Run 1, signal wires on met3:
Drawn at 6 px/um.
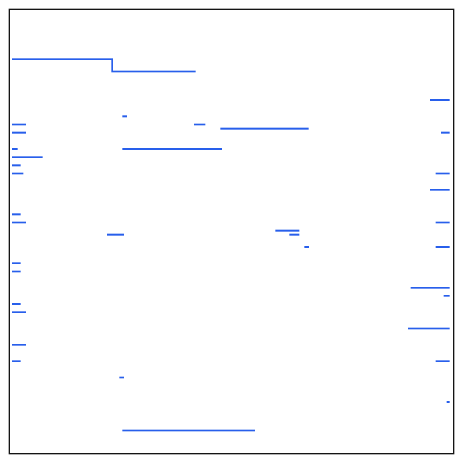
Run 1, track usage over the die:
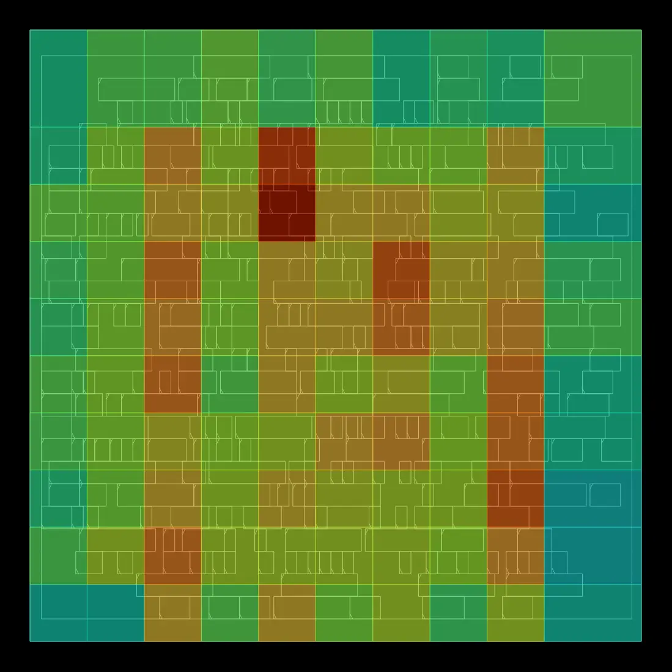
Run 1, gate families picked out:
Drawn at 4 px/um.
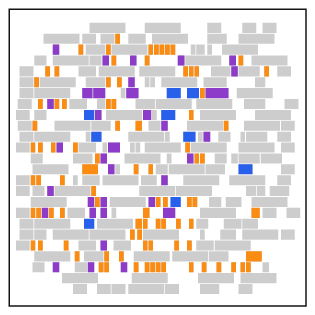
[src/rtl/prefix_pkg.sv]
// Shared definitions for the pipelined prefix adder/subtractor:
// depth/latency helpers and flag bit positions for packed flag vectors.
package prefix_pkg;

    // Bit positions used when carry/overflow/zero are packed into 3 bits.
    localparam int FLAG_CARRY = 0;
    localparam int FLAG_OVF   = 1;
    localparam int FLAG_ZERO  = 2;

    // Smallest r with 2**r >= n (returns 0 for n <= 1).
    function automatic int clog2(input int n);
        int r;
        r = 0;
        while ((1 << r) < n) begin
            r = r + 1;
        end
        return r;
    endfunction

    // Number of Kogge-Stone combine levels for a given operand width.
    function automatic int levels(input int width);
        return clog2(width);
    endfunction

    // Number of register banks placed between groups of prefix levels.
    function automatic int banks(input int width, input int split);
        return (levels(width) + split - 1) / split;
    endfunction

    // Cycles from input acceptance to result presentation.
    function automatic int lat(input int width, input int split);
        return 1 + banks(width, split);
    endfunction

endpackage

[src/rtl/prefix_level.sv]
// One Kogge-Stone combine level: merges each (g,p) pair with the pair
// DIST bits below it. Bits below DIST have no partner and pass through.
module prefix_level
    import prefix_pkg::*;
#(
    parameter int WIDTH = 8,
    parameter int DIST  = 1
) (
    input  logic [WIDTH-1:0] g_in,
    input  logic [WIDTH-1:0] p_in,
    output logic [WIDTH-1:0] g_out,
    output logic [WIDTH-1:0] p_out
);

    // Group generate/propagate combine at distance DIST.
    always_comb begin
        g_out = g_in;
        p_out = p_in;
        for (int i = DIST; i < WIDTH; i++) begin
            g_out[i] = g_in[i] | (p_in[i] & g_in[i-DIST]);
            p_out[i] = p_in[i] & p_in[i-DIST];
        end
    end

endmodule

[src/rtl/pipelined_prefix_alu.sv]
// Pipelined Kogge-Stone adder/subtractor with valid/ready handshake.
// Stage 0 registers the operands (with y inverted and carry forced for
// subtraction), a register bank follows every SPLIT prefix levels, and a
// final stage forms the sum, flags and output register.
// Optional build macro: PIPELINED_PREFIX_ALU_SATURATE_EN clamps z to the
// signed limit on overflow (carry_out/overflow still report the raw sum).
//
// Handshake: a beat moves on any edge where the pipeline advances;
// advance = ~out_valid | out_ready is a single global stall, in_ready is
// advance itself, an input beat is taken when in_valid & in_ready, and
// the output beat is consumed when out_valid & out_ready. While stalled,
// every stage (including z and the flags) holds.
module pipelined_prefix_alu
    import prefix_pkg::*;
#(
    parameter int WIDTH = 8,
    parameter int SPLIT = 3
) (
    input  logic             clock,
    input  logic             reset,
    input  logic             in_valid,
    output logic             in_ready,
    input  logic [WIDTH-1:0] x,
    input  logic [WIDTH-1:0] y,
    input  logic             carry_in,
    input  logic             sub,
    output logic             out_valid,
    input  logic             out_ready,
    output logic [WIDTH-1:0] z,
    output logic             carry_out,
    output logic             overflow,
    output logic             zero
);

    localparam int LEVELS = levels(WIDTH);
    localparam int NBANK  = banks(WIDTH, SPLIT);

    if (WIDTH < 2) begin : g_bad_width
        $error("pipelined_prefix_alu: WIDTH must be at least 2");
    end
    if (SPLIT < 1) begin : g_bad_split
        $error("pipelined_prefix_alu: SPLIT must be at least 1");
    end

    logic advance;
    assign advance  = ~out_valid | out_ready;
    assign in_ready = advance;

    // Stage 0 state: operands already conditioned for add or subtract.
    logic             s0_valid;
    logic [WIDTH-1:0] s0_x;
    logic [WIDTH-1:0] s0_y;
    logic             s0_cin;
    logic [WIDTH-1:0] s0_g;
    logic [WIDTH-1:0] s0_p;

    // Capture the incoming beat (or a bubble) whenever the pipe advances.
    always_ff @(posedge clock or negedge reset) begin
        if (!reset) begin
            s0_valid <= 1'b0;
            s0_x     <= '0;
            s0_y     <= '0;
            s0_cin   <= 1'b0;
        end else if (advance) begin
            s0_valid <= in_valid;
            s0_x     <= x;
            s0_y     <= sub ? ~y : y;
            s0_cin   <= sub | carry_in;
        end
    end

    assign s0_g = s0_x & s0_y;
    assign s0_p = s0_x ^ s0_y;

    // Prefix level wiring: lvl_*i feed level k, lvl_*o come out of it.
    logic [WIDTH-1:0] lvl_gi [LEVELS];
    logic [WIDTH-1:0] lvl_pi [LEVELS];
    logic [WIDTH-1:0] lvl_go [LEVELS];
    logic [WIDTH-1:0] lvl_po [LEVELS];

    // Register banks between level groups; d_* are their inputs.
    logic             bank_valid [1:NBANK];
    logic [WIDTH-1:0] bank_g     [1:NBANK];
    logic [WIDTH-1:0] bank_p     [1:NBANK];
    logic [WIDTH-1:0] bank_hs    [1:NBANK];
    logic             bank_cin   [1:NBANK];
    logic             bank_xm    [1:NBANK];
    logic             bank_ym    [1:NBANK];

    logic             d_valid [1:NBANK];
    logic [WIDTH-1:0] d_g     [1:NBANK];
    logic [WIDTH-1:0] d_p     [1:NBANK];
    logic [WIDTH-1:0] d_hs    [1:NBANK];
    logic             d_cin   [1:NBANK];
    logic             d_xm    [1:NBANK];
    logic             d_ym    [1:NBANK];

    for (genvar k = 0; k < LEVELS; k++) begin : g_level
        if (k == 0) begin : g_from_s0
            assign lvl_gi[k] = s0_g;
            assign lvl_pi[k] = s0_p;
        end else if ((k % SPLIT) == 0) begin : g_from_bank
            assign lvl_gi[k] = bank_g[k / SPLIT];
            assign lvl_pi[k] = bank_p[k / SPLIT];
        end else begin : g_from_prev
            assign lvl_gi[k] = lvl_go[k-1];
            assign lvl_pi[k] = lvl_po[k-1];
        end

        prefix_level #(
            .WIDTH (WIDTH),
            .DIST  (1 << k)
        ) u_level (
            .g_in  (lvl_gi[k]),
            .p_in  (lvl_pi[k]),
            .g_out (lvl_go[k]),
            .p_out (lvl_po[k])
        );
    end

    for (genvar b = 1; b <= NBANK; b++) begin : g_bank_in
        // Last level feeding this bank: end of its SPLIT-sized group.
        localparam int LAST = (((b * SPLIT) < LEVELS) ? (b * SPLIT) : LEVELS) - 1;

        assign d_g[b] = lvl_go[LAST];
        assign d_p[b] = lvl_po[LAST];

        if (b == 1) begin : g_side_s0
            assign d_valid[b] = s0_valid;
            assign d_hs[b]    = s0_p;
            assign d_cin[b]   = s0_cin;
            assign d_xm[b]    = s0_x[WIDTH-1];
            assign d_ym[b]    = s0_y[WIDTH-1];
        end else begin : g_side_bank
            assign d_valid[b] = bank_valid[b-1];
            assign d_hs[b]    = bank_hs[b-1];
            assign d_cin[b]   = bank_cin[b-1];
            assign d_xm[b]    = bank_xm[b-1];
            assign d_ym[b]    = bank_ym[b-1];
        end
    end

    // Shift every intermediate bank forward together on advance.
    always_ff @(posedge clock or negedge reset) begin
        if (!reset) begin
            for (int b = 1; b <= NBANK; b++) begin
                bank_valid[b] <= 1'b0;
                bank_g[b]     <= '0;
                bank_p[b]     <= '0;
                bank_hs[b]    <= '0;
                bank_cin[b]   <= 1'b0;
                bank_xm[b]    <= 1'b0;
                bank_ym[b]    <= 1'b0;
            end
        end else if (advance) begin
            for (int b = 1; b <= NBANK; b++) begin
                bank_valid[b] <= d_valid[b];
                bank_g[b]     <= d_g[b];
                bank_p[b]     <= d_p[b];
                bank_hs[b]    <= d_hs[b];
                bank_cin[b]   <= d_cin[b];
                bank_xm[b]    <= d_xm[b];
                bank_ym[b]    <= d_ym[b];
            end
        end
    end

    // Final stage: carries from group (G,P) plus carry-in, then sum/flags.
    logic [WIDTH-1:0] carry;
    logic [WIDTH-1:0] sum;
    logic             sum_cout;
    logic             sum_ovf;
    logic [WIDTH-1:0] result;

    // Carry into bit i is G[i-1:0] | (P[i-1:0] & cin).
    always_comb begin
        carry    = '0;
        carry[0] = bank_cin[NBANK];
        for (int i = 1; i < WIDTH; i++) begin
            carry[i] = bank_g[NBANK][i-1] | (bank_p[NBANK][i-1] & bank_cin[NBANK]);
        end
        sum      = bank_hs[NBANK] ^ carry;
        sum_cout = bank_g[NBANK][WIDTH-1] | (bank_p[NBANK][WIDTH-1] & bank_cin[NBANK]);
        sum_ovf  = (bank_xm[NBANK] == bank_ym[NBANK]) && (sum[WIDTH-1] != bank_xm[NBANK]);
    end

`ifdef PIPELINED_PREFIX_ALU_SATURATE_EN
    // Clamp to the signed limit in the direction of the overflow.
    always_comb begin
        result = sum;
        if (sum_ovf) begin
            result = bank_xm[NBANK] ? {1'b1, {(WIDTH-1){1'b0}}}
                                    : {1'b0, {(WIDTH-1){1'b1}}};
        end
    end
`else
    assign result = sum;
`endif

    // Output register; data only loads for real beats so bubbles leave z alone.
    always_ff @(posedge clock or negedge reset) begin
        if (!reset) begin
            out_valid <= 1'b0;
            z         <= '0;
            carry_out <= 1'b0;
            overflow  <= 1'b0;
            zero      <= 1'b0;
        end else if (advance) begin
            out_valid <= bank_valid[NBANK];
            if (bank_valid[NBANK]) begin
                z         <= result;
                carry_out <= sum_cout;
                overflow  <= sum_ovf;
                zero      <= (result == '0);
            end
        end
    end

endmodule
[config.mk]
export PLATFORM = sky130hd
export DESIGN_NAME = pipelined_prefix_alu
export DESIGN_NICKNAME = d
export VERILOG_FILES = /design/src/rtl/prefix_pkg.sv /design/src/rtl/prefix_level.sv /design/src/rtl/pipelined_prefix_alu.sv
export SDC_FILE = /design/constraint.sdc
export NUM_CORES = 1
export LEC_CHECK = 0
export CAP_MARGIN = 25
export CORE_UTILIZATION = 51
export CTS_CLUSTER_DIAMETER = 80
export CTS_CLUSTER_SIZE = 30
export DETAILED_ROUTE_END_ITERATION = 8
export PLACE_DENSITY = 0.75
export SYNTH_ARGS = -nofsm -noshare
export SYNTH_HDL_FRONTEND = slang
export SYNTH_SLANG_ARGS = --single-unit
[constraint.sdc]
create_clock -name clock -period 3.2 [get_ports clock]
set_input_delay 0.32 -clock clock [delete_from_list [all_inputs] [get_ports clock]]
set_output_delay 0.32 -clock clock [all_outputs]
set_load 0.01 [all_outputs]
==> run notes, run 1 <==
Physical implementation status

The first global-routing pass estimated 7920 um of wire. The end-of-flow timing check tallies setup violations at 0. The worst setup path is launched from a primary input. The total buffers and inverters traversed by the critical path stands at 3.

The share of Yosys cell area claimed by the top area cell type stands at 54.2%. The highest clock frequency the design can meet stands at 467 MHz. The worst setup path is captured at an output port. The number of pins exceeding their max-slew limit in the final report stands at 0. The width of the chip stands at 73.8 um.

The largest net degree at the start of global routing stands at 52. The number of warnings in the stage logs stands at 26. TritonCTS built the clock tree. For this design, Yosys synthesis ends with a cell count of 257. After detailed routing, the number of vias per cell comes to 5.01.

The number of global-route vias before repair was 1746. Per the synth stats, the flop cell with the highest instance count is sky130_fd_sc_hd__dfrtp_1. The accumulated negative setup slack stands at 0 ps. Among cell families on the critical path, the largest total delay comes from buffers and inverters. The die covers 5450 sq um. The post-synthesis sequential area ratio stands at 54.2%. The final setup skew stands at 4.22 ps. Once detailed placement completed, the half-perimeter wirelength came to 3020 um. The number of setup buffers added after CTS stands at 0.

The insertion delay of the later-clocked pin in the worst-skew pair stands at 330 ps. In this run the number of cells on the critical path is 4. The sink count of the clock tree stands at 57. The cts-stage hold buffer count stands at 0. The final power report lists total power as 2.85 mW. The count of synthesis-stage warnings from yosys stands at 0. For this run the top cell type by instance count after synthesis was sky130_fd_sc_hd__nand2_1. The number of remaining DRC errors stands at 0. Dividing total power by cell area gives a power density of 906 nW/um^2. The flow ran to the end, and the final reports show no timing, DRC or antenna violations. Summed over all layers, the global routing overflow is 0. The startpoint identified for the worst register-to-register timing path is s0_x[1]$_DFFE_PN0N_.

The synthesis run shows the most used standard cells to be sky130_fd_sc_hd__nand2_1 (83), sky130_fd_sc_hd__dfrtp_1 (57), sky130_fd_sc_hd__nor2_1 (15), sky130_fd_sc_hd__o21ai_0 (15), sky130_fd_sc_hd__xnor2_1 (14). Detailed placement reports a standard cell area of 2980 sq um. The via count of the routed design stands at 1807. Looking at area per cell type in the netlist, the leader is sky130_fd_sc_hd__dfrtp_1. Per the layout report, the design carries 439 filler cells.

Counting stages on the worst path, the most repeated cell is sky130_fd_sc_hd__clkdlybuf4s50_1. According to the floorplan report, the placeable core area is 4850 sq um.
## Picture notes: 'signal wires on met3'
- nets with wire on the layer: 29
- share of all routed wire: 3.3%

## Picture notes: 'track usage over the die'
WL per Instance: 12.5 um
met3 track demand over resource in global routing: 5.35%

## Picture notes: 'gate families picked out'
- blue: non-inverting ao/oa cells (cells 9; most used a21o_1)
- purple: aoi and oai cells (cells 34; most used o21ai_0)
- orange: nand cells (cells 89; most used nand2_1)
post-route non-filler standard cell count: 361
fraction of standard cell area in multi-input logic: 35.5%
most numerous logic cell after layout: sky130_fd_sc_hd__nand2_1

==> run 1: routing by layer <==
layer  global-route usage [%]  wire length [um]  vias to the layer above
met3                     5.35               148                        9
met5                        0                 0                        -
li1                         -                 -                      921
met1                     25.6              2210                      839
met4                     10.3                80                        0
met2                     30.5              2070                       38
==> run 1: cell families (layout without fill, tap and decap cells) <==
| kind of cell | Yosys count | count (layout) | synth area share, % |
|---|---|---|---|
| buffers and inverters | 14 | 51 | 3.42 |
| xor gates and xnor gates | 15 | 15 | 5.28 |
| AOI/OAI and AO/OA | 43 | 43 | 10.6 |
| adders and majority gates | 9 | 9 | 4.28 |
| muxes | 9 | 9 | 4.52 |
| and+or+nand+nor | 110 | 110 | 17.7 |
| DFF | 57 | 57 | 54.2 |
==> run 1: area by class of cell <==
class	instances	area, sq um	area share, %
Clock buffer	14	163	5.17
Sequential cell	57	1430	45.4
Tap cell	67	83.8	2.67
Inverter	1	6.26	0.199
Timing Repair Buffer	36	350	11.1
Multi-Input combinational cell	186	1110	35.5
==> run 1: worst min-delay path by stage <==
stage | slack [ps] | end | start
6_report | 30 | bank_valid$_DFFE_PN0N_ | reset
5_1_grt | 70 | z[1]$_DFFE_PN0P_ | reset
4_1_cts | 40 | z[1]$_DFFE_PN0P_ | reset
3_5_place_dp | 400 | z[0]$_DFFE_PN0P_ | reset
3_3_place_gp | 390 | z[1]$_DFFE_PN0P_ | reset
2_1_floorplan | 20 | bank_cin$_DFFE_PN0N_ | reset
==> run 1: report_power, final <==
part / switching, mW / total [mW] / internal [mW] / leakage [nW]
Clock: 0.256 / 0.572 / 0.316 / 0.0826
Sequential: 0.176 / 1.16 / 0.988 / 0.697
Combinational: 0.555 / 1.11 / 0.557 / 0.703
==> inputs of run 2 (changes only) <==
- clock period: 3.2 -> 2 ns (I/O delays scaled with it)
Run 2, signal wires on met3:
Drawn at 6 px/um.
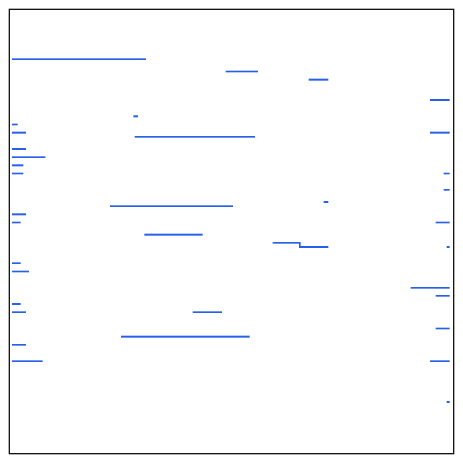
- longest straight run: 22.1 um
- share of all routed wire: 3.8%
- main direction: horizontal
vias after detailed routing: 1810
final routed wirelength across all metal layers: 4410 um

==> run notes, run 2 <==
Physical implementation status

The leftover overflow at the end of global routing is 0 (unchanged). The global-route wire length before repair stands at 7490 um (-5.4%). The total power after layout is 4.54 mW (+59%). The number of setup buffers added after CTS is 0 (unchanged).

Of all cell types, the one taking the most synthesized area is sky130_fd_sc_hd__dfrtp_1. The full die area stands at 5450 sq um (unchanged). STA classifies the critical path endpoint as an output port.

The area after detailed placement stands at 2990 sq um (+0.25%). The number of logic stages on the critical path including buffering came to 3 (-1). The number of global-route vias before repair is 1616 (-7.4%).

The count of synthesis-stage warnings from yosys came to 0 (unchanged). The final-report hold violation count stands at 2. TritonCTS built the clock tree. The cts-stage hold buffer count is 0 (unchanged). The flow ran to the end, but the final reports show violations. The total buffers and inverters traversed by the critical path came to 2 (-1). The checks that failed: negative hold slack.

The sink count of the clock tree stands at 57 (unchanged). Leaving out fill and tap cells, the most frequent cell in the layout is sky130_fd_sc_hd__nand2_1. The count of final setup violators stands at 0 (unchanged). Among cell families on the critical path, the largest total delay comes from buffers and inverters. The power per unit of standard cell area is 1440 nW/um^2 (+59%). Among all flip-flop cells after synthesis, the most frequent one is sky130_fd_sc_hd__dfrtp_1. The highest clock frequency the design can meet stands at 570 MHz.

The number of pins exceeding their max-slew limit in the final report was 0 (unchanged). The number of remaining DRC errors stands at 0 (unchanged). For this run the top cell type by instance count after synthesis was sky130_fd_sc_hd__nand2_1. The share of Yosys cell area claimed by the top area cell type stands at 54.2% (unchanged). After synthesis, the most frequently instantiated cells are sky130_fd_sc_hd__nand2_1 (83), sky130_fd_sc_hd__dfrtp_1 (57), sky130_fd_sc_hd__nor2_1 (15), sky130_fd_sc_hd__o21ai_0 (15), sky130_fd_sc_hd__xnor2_1 (14). The worst hold slack after final layout stands at -2.54 ps. The accumulated negative setup slack is 0 ps (unchanged). The width of the chip is 73.8 um (unchanged).
-- run 2: cell counts after synthesis --
Identical to the previous run, type by type.
-- run 2: logic make-up after synthesis --
family                   count (synthesis)  share of synthesized area (%)
XOR/XNOR                                15                           5.28
multiplexers                             9                           4.52
buffers and inverters                   14                           3.42
adder cells (fa/ha/maj)                  9                           4.28
flip-flops                              57                           54.2
AND/OR/NAND/NOR                        110                           17.7
AND-OR/OR-AND                           43                           10.6
-- run 2: worst paths after layout --
kind                                       startpoint                     to
worst max-delay path            out_valid$_DFFE_PN0N_               in_ready
worst min-delay path                            reset       z[2]$_DFFE_PN0P_
worst max register to register    s0_x[1]$_DFFE_PN0N_  bank_g[7]$_DFFE_PN0N_
worst min register to register  bank_g[0]$_DFFE_PN0N_  bank_g[0]$_DFFE_PN0N_
max in group asynchronous                       reset  bank_g[6]$_DFFE_PN0N_
min in group clock                               x[5]    s0_x[5]$_DFFE_PN0N_
-- run 2: metrics by stage --
| step | instances | utilization [%] |
|---|---|---|
| floorplan | 257 | - |
| global placement | 348 | 61.7 |
| detailed placement | 348 | 61.7 |
| CTS | 363 | 64.9 |
| global route | 363 | 64.9 |
| finish | 363 | 64.9 |
-- run 2: cell type report --
class,count,area (sq um)
multi-input cells,186,1110
clock buffers,15,156
flip-flops and latches,57,1430
repair buffers,37,358
fillers,426,1700
inverters,1,6.26
well taps,67,83.8
-- run 2: metal layers --
layer	vias to the layer above	global-route usage (%)	wire, um
li1	916	-	-
met3	7	5.35	169
met5	-	0	0
met1	845	25.8	2160
met2	42	27.4	2010
met4	0	9.62	72
-- run 2: where the power goes --
group	leakage, nW	internal [mW]	switching, mW
clock	0.0778	0.479	0.400
sequential	0.697	1.58	0.290
combinational	0.708	0.898	0.887
total	1.48	2.96	1.58
Power figures rest on the tool's default switching activity, not on a simulated workload.
